File: src/rtl/order_entry_scheduler_if.sv
// Order-entry bus between the strategy requesters / matcher side and the scheduler.
interface order_entry_scheduler_if #(
  parameter int NUM_REQ = 4
);
  logic [NUM_REQ-1:0]    req_valid;
  logic [NUM_REQ*32-1:0] req_qty;
  logic [NUM_REQ*32-1:0] req_price;
  logic [NUM_REQ-1:0]    req_ack;
  logic                  halt;
  logic                  order_complete;
  logic [63:0]           sent_clordid;
  logic [31:0]           sent_qty;
  logic [31:0]           sent_price;
  logic                  order_sent_valid;
  logic [2:0]            sent_owner;
  logic [4:0]            open_count;
  logic [3:0]            tokens;
  logic [31:0]           issued_count;
  logic [31:0]           stall_count;

  // Requesters, kill switch and matcher completion side.
  modport master (
    output req_valid, req_qty, req_price, halt, order_complete,
    input  req_ack, sent_clordid, sent_qty, sent_price, order_sent_valid,
           sent_owner, open_count, tokens, issued_count, stall_count
  );

  // Scheduler side.
  modport slave (
    input  req_valid, req_qty, req_price, halt, order_complete,
    output req_ack, sent_clordid, sent_qty, sent_price, order_sent_valid,
           sent_owner, open_count, tokens, issued_count, stall_count
  );
endinterface

File: src/rtl/order_entry_scheduler.sv
// Round-robin order-entry scheduler: arbitrates NUM_REQ strategies onto the
// single order path, assigns ClOrdIDs, caps open orders and rate-limits sends
// with a token bucket. Grants are blocked while halt is high.
module order_entry_scheduler #(
  parameter int          NUM_REQ        = 4,
  parameter int          MAX_OPEN       = 16,
  parameter int          TOKENS_MAX     = 8,
  parameter int          REFILL_CYCLES  = 100,
  parameter logic [31:0] CLORDID_PREFIX = 32'h4C4C5453
) (
  input logic                    clk,
  input logic                    rst,
  order_entry_scheduler_if.slave bus
);

  localparam int RW = $clog2(REFILL_CYCLES);

  typedef enum logic {IDLE, ISSUE} state_t;

  state_t        state;
  logic [2:0]    rr_ptr;
  logic [31:0]   seq;
  logic [RW-1:0] refill_cnt;
  logic          refill_tick;
  logic          eligible;
  logic          any_req;
  logic          win_found;
  logic [2:0]    win_idx;
  logic [3:0]    cand;
  logic [7:0]    req_pad;
  logic [31:0]   qty_arr   [8];
  logic [31:0]   price_arr [8];

  // Token count after a refill tick and/or a consume, capped at bucket size.
  function automatic logic [3:0] sat_tokens(input logic [3:0] cur, input logic tick,
                                            input logic consume);
    logic [4:0] t;
    t = {1'b0, cur} + 5'(tick) - 5'(consume);
    if (t > 5'(TOKENS_MAX)) t = 5'(TOKENS_MAX);
    return t[3:0];
  endfunction

  // Open-order count: a completion at zero is ignored, issue+complete cancel.
  function automatic logic [4:0] next_open(input logic [4:0] cur, input logic inc,
                                           input logic dec);
    logic dec_ok;
    dec_ok = dec && (cur != 5'd0);
    if (inc && !dec_ok)      return cur + 5'd1;
    else if (!inc && dec_ok) return cur - 5'd1;
    else                     return cur;
  endfunction

  // Sequence number skips 0 on wrap so every ClOrdID is non-zero.
  function automatic logic [31:0] next_seq(input logic [31:0] s);
    return (s == 32'hFFFF_FFFF) ? 32'd1 : s + 32'd1;
  endfunction

  function automatic logic [2:0] next_rr(input logic [2:0] w);
    logic [3:0] n;
    n = {1'b0, w} + 4'd1;
    if (n >= 4'(NUM_REQ)) n = 4'd0;
    return n[2:0];
  endfunction

  assign refill_tick = (refill_cnt == RW'(REFILL_CYCLES - 1));
  assign eligible    = !bus.halt && (bus.open_count < 5'(MAX_OPEN)) && (bus.tokens != 4'd0);
  assign any_req     = |bus.req_valid;
  assign req_pad     = 8'(bus.req_valid);

  // Unpack per-requester payload slices into fixed 8-entry tables.
  always_comb begin
    for (int i = 0; i < 8; i++) begin
      qty_arr[i]   = '0;
      price_arr[i] = '0;
    end
    for (int i = 0; i < NUM_REQ; i++) begin
      qty_arr[i]   = bus.req_qty[32*i +: 32];
      price_arr[i] = bus.req_price[32*i +: 32];
    end
  end

  // Round-robin pick: first valid requester at or after rr_ptr.
  always_comb begin
    win_found = 1'b0;
    win_idx   = rr_ptr;
    cand      = '0;
    for (int i = 0; i < NUM_REQ; i++) begin
      cand = {1'b0, rr_ptr} + 4'(i);
      if (cand >= 4'(NUM_REQ)) cand = cand - 4'(NUM_REQ);
      if (!win_found && req_pad[cand[2:0]]) begin
        win_found = 1'b1;
        win_idx   = cand[2:0];
      end
    end
  end

  // Scheduler FSM with registered strobes, counters and token bucket.
  always_ff @(posedge clk) begin
    if (rst) begin
      state                <= IDLE;
      rr_ptr               <= '0;
      seq                  <= 32'd1;
      refill_cnt           <= '0;
      bus.req_ack          <= '0;
      bus.order_sent_valid <= 1'b0;
      bus.open_count       <= '0;
      bus.tokens           <= 4'(TOKENS_MAX);
      bus.issued_count     <= '0;
      bus.stall_count      <= '0;
      bus.sent_clordid     <= '0;
      bus.sent_qty         <= '0;
      bus.sent_price       <= '0;
      bus.sent_owner       <= '0;
    end else begin
      refill_cnt     <= refill_tick ? '0 : refill_cnt + RW'(1);
      bus.tokens     <= sat_tokens(bus.tokens, refill_tick, state == ISSUE);
      bus.open_count <= next_open(bus.open_count, state == ISSUE, bus.order_complete);
      case (state)
        IDLE: begin
          if (any_req && eligible && win_found) begin
            state                <= ISSUE;
            bus.req_ack          <= NUM_REQ'(1) << win_idx;
            bus.order_sent_valid <= 1'b1;
            bus.sent_clordid     <= {CLORDID_PREFIX, seq};
            bus.sent_qty         <= qty_arr[win_idx];
            bus.sent_price       <= price_arr[win_idx];
            bus.sent_owner       <= win_idx;
          end else if (any_req) begin
            bus.stall_count <= bus.stall_count + 32'd1;
          end
        end
        ISSUE: begin
          state                <= IDLE;
          bus.req_ack          <= '0;
          bus.order_sent_valid <= 1'b0;
          seq                  <= next_seq(seq);
          bus.issued_count     <= bus.issued_count + 32'd1;
          rr_ptr               <= next_rr(bus.sent_owner);
        end
        default: state <= IDLE;
      endcase
    end
  end

endmodule
File: src/flat_wrapper.sv
// flat-port wrapper written by rule: the top's interface ports become plain ports
module order_entry_scheduler_flat 
#(
  parameter int          NUM_REQ        = 4,
  parameter int          MAX_OPEN       = 16,
  parameter int          TOKENS_MAX     = 8,
  parameter int          REFILL_CYCLES  = 100,
  parameter logic [31:0] CLORDID_PREFIX = 32'h4C4C5453
)
  (clk, rst, bus_req_valid, bus_req_qty, bus_req_price, bus_halt, bus_order_complete, bus_req_ack, bus_sent_clordid, bus_sent_qty, bus_sent_price, bus_order_sent_valid, bus_sent_owner, bus_open_count, bus_tokens, bus_issued_count, bus_stall_count);
  order_entry_scheduler_if #(.NUM_REQ(NUM_REQ)) bus_i ();
  input logic clk;
  input logic rst;
  input wire logic [$bits(bus_i.req_valid)-1:0] bus_req_valid;
  input wire logic [$bits(bus_i.req_qty)-1:0] bus_req_qty;
  input wire logic [$bits(bus_i.req_price)-1:0] bus_req_price;
  input wire logic [$bits(bus_i.halt)-1:0] bus_halt;
  input wire logic [$bits(bus_i.order_complete)-1:0] bus_order_complete;
  output wire logic [$bits(bus_i.req_ack)-1:0] bus_req_ack;
  output wire logic [$bits(bus_i.sent_clordid)-1:0] bus_sent_clordid;
  output wire logic [$bits(bus_i.sent_qty)-1:0] bus_sent_qty;
  output wire logic [$bits(bus_i.sent_price)-1:0] bus_sent_price;
  output wire logic [$bits(bus_i.order_sent_valid)-1:0] bus_order_sent_valid;
  output wire logic [$bits(bus_i.sent_owner)-1:0] bus_sent_owner;
  output wire logic [$bits(bus_i.open_count)-1:0] bus_open_count;
  output wire logic [$bits(bus_i.tokens)-1:0] bus_tokens;
  output wire logic [$bits(bus_i.issued_count)-1:0] bus_issued_count;
  output wire logic [$bits(bus_i.stall_count)-1:0] bus_stall_count;
  assign bus_i.req_valid = bus_req_valid;
  assign bus_i.req_qty = bus_req_qty;
  assign bus_i.req_price = bus_req_price;
  assign bus_i.halt = bus_halt;
  assign bus_i.order_complete = bus_order_complete;
  assign bus_req_ack = bus_i.req_ack;
  assign bus_sent_clordid = bus_i.sent_clordid;
  assign bus_sent_qty = bus_i.sent_qty;
  assign bus_sent_price = bus_i.sent_price;
  assign bus_order_sent_valid = bus_i.order_sent_valid;
  assign bus_sent_owner = bus_i.sent_owner;
  assign bus_open_count = bus_i.open_count;
  assign bus_tokens = bus_i.tokens;
  assign bus_issued_count = bus_i.issued_count;
  assign bus_stall_count = bus_i.stall_count;
  order_entry_scheduler #(.NUM_REQ(NUM_REQ), .MAX_OPEN(MAX_OPEN), .TOKENS_MAX(TOKENS_MAX), .REFILL_CYCLES(REFILL_CYCLES), .CLORDID_PREFIX(CLORDID_PREFIX)) u_core (.clk(clk), .rst(rst), .bus(bus_i));
endmodule
File: config.mk
export PLATFORM = sky130hd
export DESIGN_NAME = order_entry_scheduler_flat
export DESIGN_NICKNAME = d
export VERILOG_FILES = /design/src/rtl/order_entry_scheduler_if.sv /design/src/rtl/order_entry_scheduler.sv /design/src/flat_wrapper.sv
export SDC_FILE = /design/constraint.sdc
export NUM_CORES = 1
export LEC_CHECK = 0
export CORE_AREA = 3 3 185 187
export DETAILED_ROUTE_END_ITERATION = 8
export DIE_AREA = 0 0 188 190
export PLACE_DENSITY_LB_ADDON = 0.2
export REMOVE_ABC_BUFFERS = 1
export SETUP_SLACK_MARGIN = 0.4
export SLEW_MARGIN = 20
export SYNTH_ARGS = -nofsm -noshare
export SYNTH_HDL_FRONTEND = slang
export SYNTH_SLANG_ARGS = --single-unit
export TNS_END_PERCENT = 5
File: constraint.sdc
create_clock -name clk -period 5.1 [get_ports clk]
set_input_delay 1.02 -clock clk [delete_from_list [all_inputs] [get_ports clk]]
set_output_delay 1.02 -clock clk [all_outputs]
set_load 0.02 [all_outputs]
Figure 1. Zoomed window.
Window x 27 to 67, y 122 to 162 um. Cells in grey, sequential cells in the stronger grey; small squares are vias.
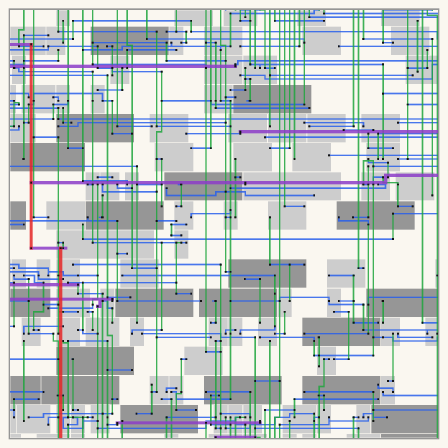
| layer | colour |
|---|---|
| M1 | blue |
| M4 | red |
| M2 | green |
| M3 | purple |
sequential cells in the window: 19
most frequent: clkdlybuf4s50_1 (20), dfxtp_1 (19), nand2_1 (17)
netlist names of flops here include: u_core.bus.sent_clordid (9), u_core.seq (8)
cells with their middle in the window: 94

Figure 2. Routed metal, one colour a layer.
Only two layers are drawn.
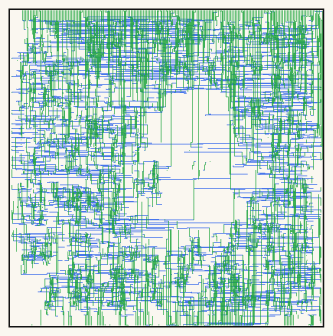
| layer | colour | wire length |
|---|---|---|
| M2 | green | 20.6 mm |
| M1 | blue | 18300 um |
total number of vias: 10720
Routed WL: 42430 um
total track usage: 22.38%
routed len/inst: 20.12 um

==> ds_physical_params.txt <==
Characteristics after synthesis and place and route

Parameter                              Value

Yosys
  Flip-flop and latch count after synthesis .................. between 200 and 250
  Count of flip-flops with a built-in enable after synthesis .................. 0
  Async set or reset register ratio after synthesis .................. 0%
  Compound-cell area share of the yosys netlist .................. around an eighth
  And+or+nand+nor area frac .................. 20.98%
  Ys cells .................. about 1300
  Proportion of netlist area held by the largest area contributor .................. around 39%
  Post-Synthesis Cell Area .................. ~0.011 sq mm
  Most frequent cell after synthesis .................. sky130_fd_sc_hd__dfxtp_1
  Adder-cell area share of the yosys netlist .................. under 10%
  Synthesis warning total .................. 0
  Mux frac, synth .................. between 10 and 15%

Die
  Core Region .................. ~0.033 sq mm
  Core utilization before placement .................. a little over a third
  Total number of placement rows .................. approximately 66

GRT
  Vias in the first global route .................. 10350
  Largest net degree at the start of global routing .................. roughly 90

Clock network
  Post-cts resize count .................. 0
  Cts-stage hold buffer count .................. 0
  Root cell of the clock tree .................. sky130_fd_sc_hd__clkbuf_16
  CTS tree .................. done
  Clock transition at the register clock pins on the worst setup and hold paths after CTS .................. 60 ps
  Clock sink count .................. roughly 220

STA
  Worst Slack Setup Final .................. approximately 1200 ps
  Cycle use final .................. roughly 76%
  Worst-case headroom to the max-slew limit .................. 31.47%
  Shortest clock period the worst path allows after layout .................. between 3000 and 4000 ps
  Highest achievable clock rate .................. approximately 0.26 GHz
  Setup repair after global routing missed its margin .................. false

Power and ir drop
  Group with the largest share of power .................. combinational logic
  Total net switching power .................. 0.002252 W
  Clock share of power .................. roughly 30%
  P per Cell Area .................. roughly 380 mW/mm^2
  P_comb .................. 0.00241 W
  Static power due to leakage .................. 6.386 nW
  Power in sequential cells .................. approximately 0.0021 W
  Switching share of total power .................. a little over a third

Critical path
  Max FO, Critical Path .................. 64
  Reg-to-reg startpoint .................. u_core.rr_ptr[0]
  Max stage delay cell, worst path .................. sky130_fd_sc_hd__nand3_4
  Most common cell on crit path .................. sky130_fd_sc_hd__o211a_1
  Crit path launch type .................. flop
  Crit path launch .................. u_core.rr_ptr[0]
  Required arrival time at the worst endpoint .................. between 5000 and 6000 ps
  Setup slack on the worst flop-to-flop path .................. about 1200 ps
  Worst Reg2Reg Path Length in Cells .................. 8

Layout
  Register name with the most flops .................. u_core.bus.sent_clordid
  Highest-count logic cell in the final layout .................. sky130_fd_sc_hd__clkdlybuf4s50_1
  Synth-to-Final Area Change .................. 47.70%
  Final-stage net count .................. roughly 1900

Placement
  Detail Placement HPWL .................. 31700 um

Outcome
  Outcome .................. finished clean

Flow run
  # Max-Cap Violations .................. 0

Drt
  Router iterations before antenna repair .................. 5
  Drt via density .................. 5.081
Figure 3. Clock routing.
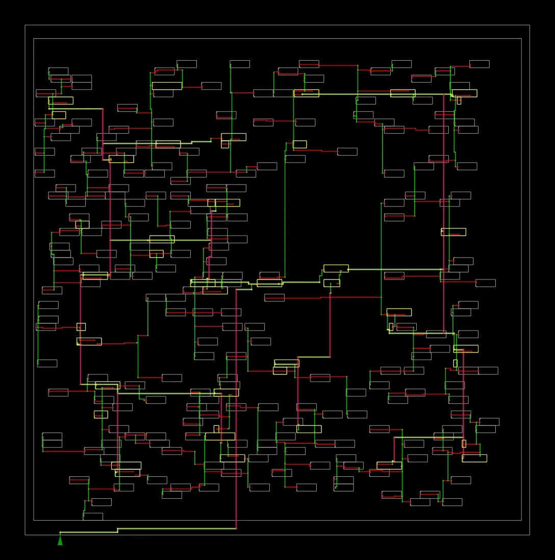
number of buffers created by CTS: 26
clock network power: 0.00194 W
CLK BUF: 36

Figure 4. I/O nets highlighted.
Bar = 50 um.
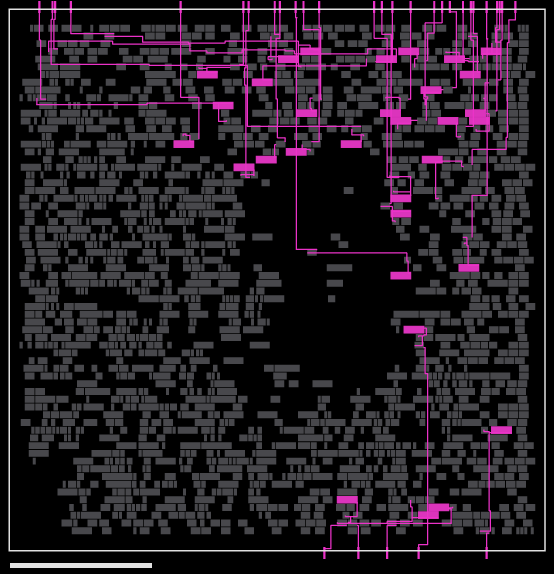
| port | colour | bits | direction | end cells | buffers | wire |
|---|---|---|---|---|---|---|
| bus_sent_qty | magenta | 32 | output | 32 | 32 | 2130 um |
Boundary Pins: 473
port buffer count: 453

[worst max-delay path: cells and delay by family, from the launching register on]
family	cells	cell delay [ps]
simple gates	2	1060
compound gates	3	1150
buf+inv	1	210
mux	1	200
flops	1	630
fa+ha+maj	1	430
[metrics by stage]
step	instances	utilization [%]
5_1_grt	2109	51.74
2_1_floorplan	1155	-
3_5_place_dp	2062	49.01
6_report	2109	51.74
4_1_cts	2106	51.71
3_3_place_gp	2062	49.01
[final cells by class]
cell class / instances / area (sq um) / area share (%)
Clock inverter: 8 / 135.1 / 0.8007
Timing Repair Buffer: 465 / 4688 / 27.78
Sequential cell: 221 / 4424 / 26.22
Clock buffer: 36 / 748.2 / 4.434
Inverter: 24 / 90.09 / 0.5338
Tap cell: 442 / 553.0 / 3.277
Multi-Input combinational cell: 910 / 6230 / 36.91
Antenna cell: 3 / 7.507 / 0.04448
[metal layers]
layer	vias to the layer above	GRT usage (%)	share of wire [%]
met1	5086	28.61	43
met2	323	38.25	49
met3	56	5.104	6.3
met5	-	0	0
li1	5251	-	-
met4	0	5.743	2.2
[worst min-delay path by stage]
stage                                 endpoint  cells after the start
after CTS                 u_core.refill_cnt[0]                      1
after detailed placement  u_core.refill_cnt[0]                      1
final                     u_core.refill_cnt[0]                      1
after global placement    u_core.refill_cnt[0]                      1
after global routing      u_core.refill_cnt[0]                      1
after floorplan           u_core.refill_cnt[0]                      1
[kinds of logic (layout without fill, tap and decap cells)]
group                      Yosys count  after routing
and+or+nand+nor                    458            458
DFF                                221            221
AOI/OAI and AO/OA                  198            198
muxes                              143            143
buffers and inverters              138            533
xor gates and xnor gates            73             73
adders and majority gates           19             19
other                                1             22
Power is estimated from default activity; no workload was simulated.
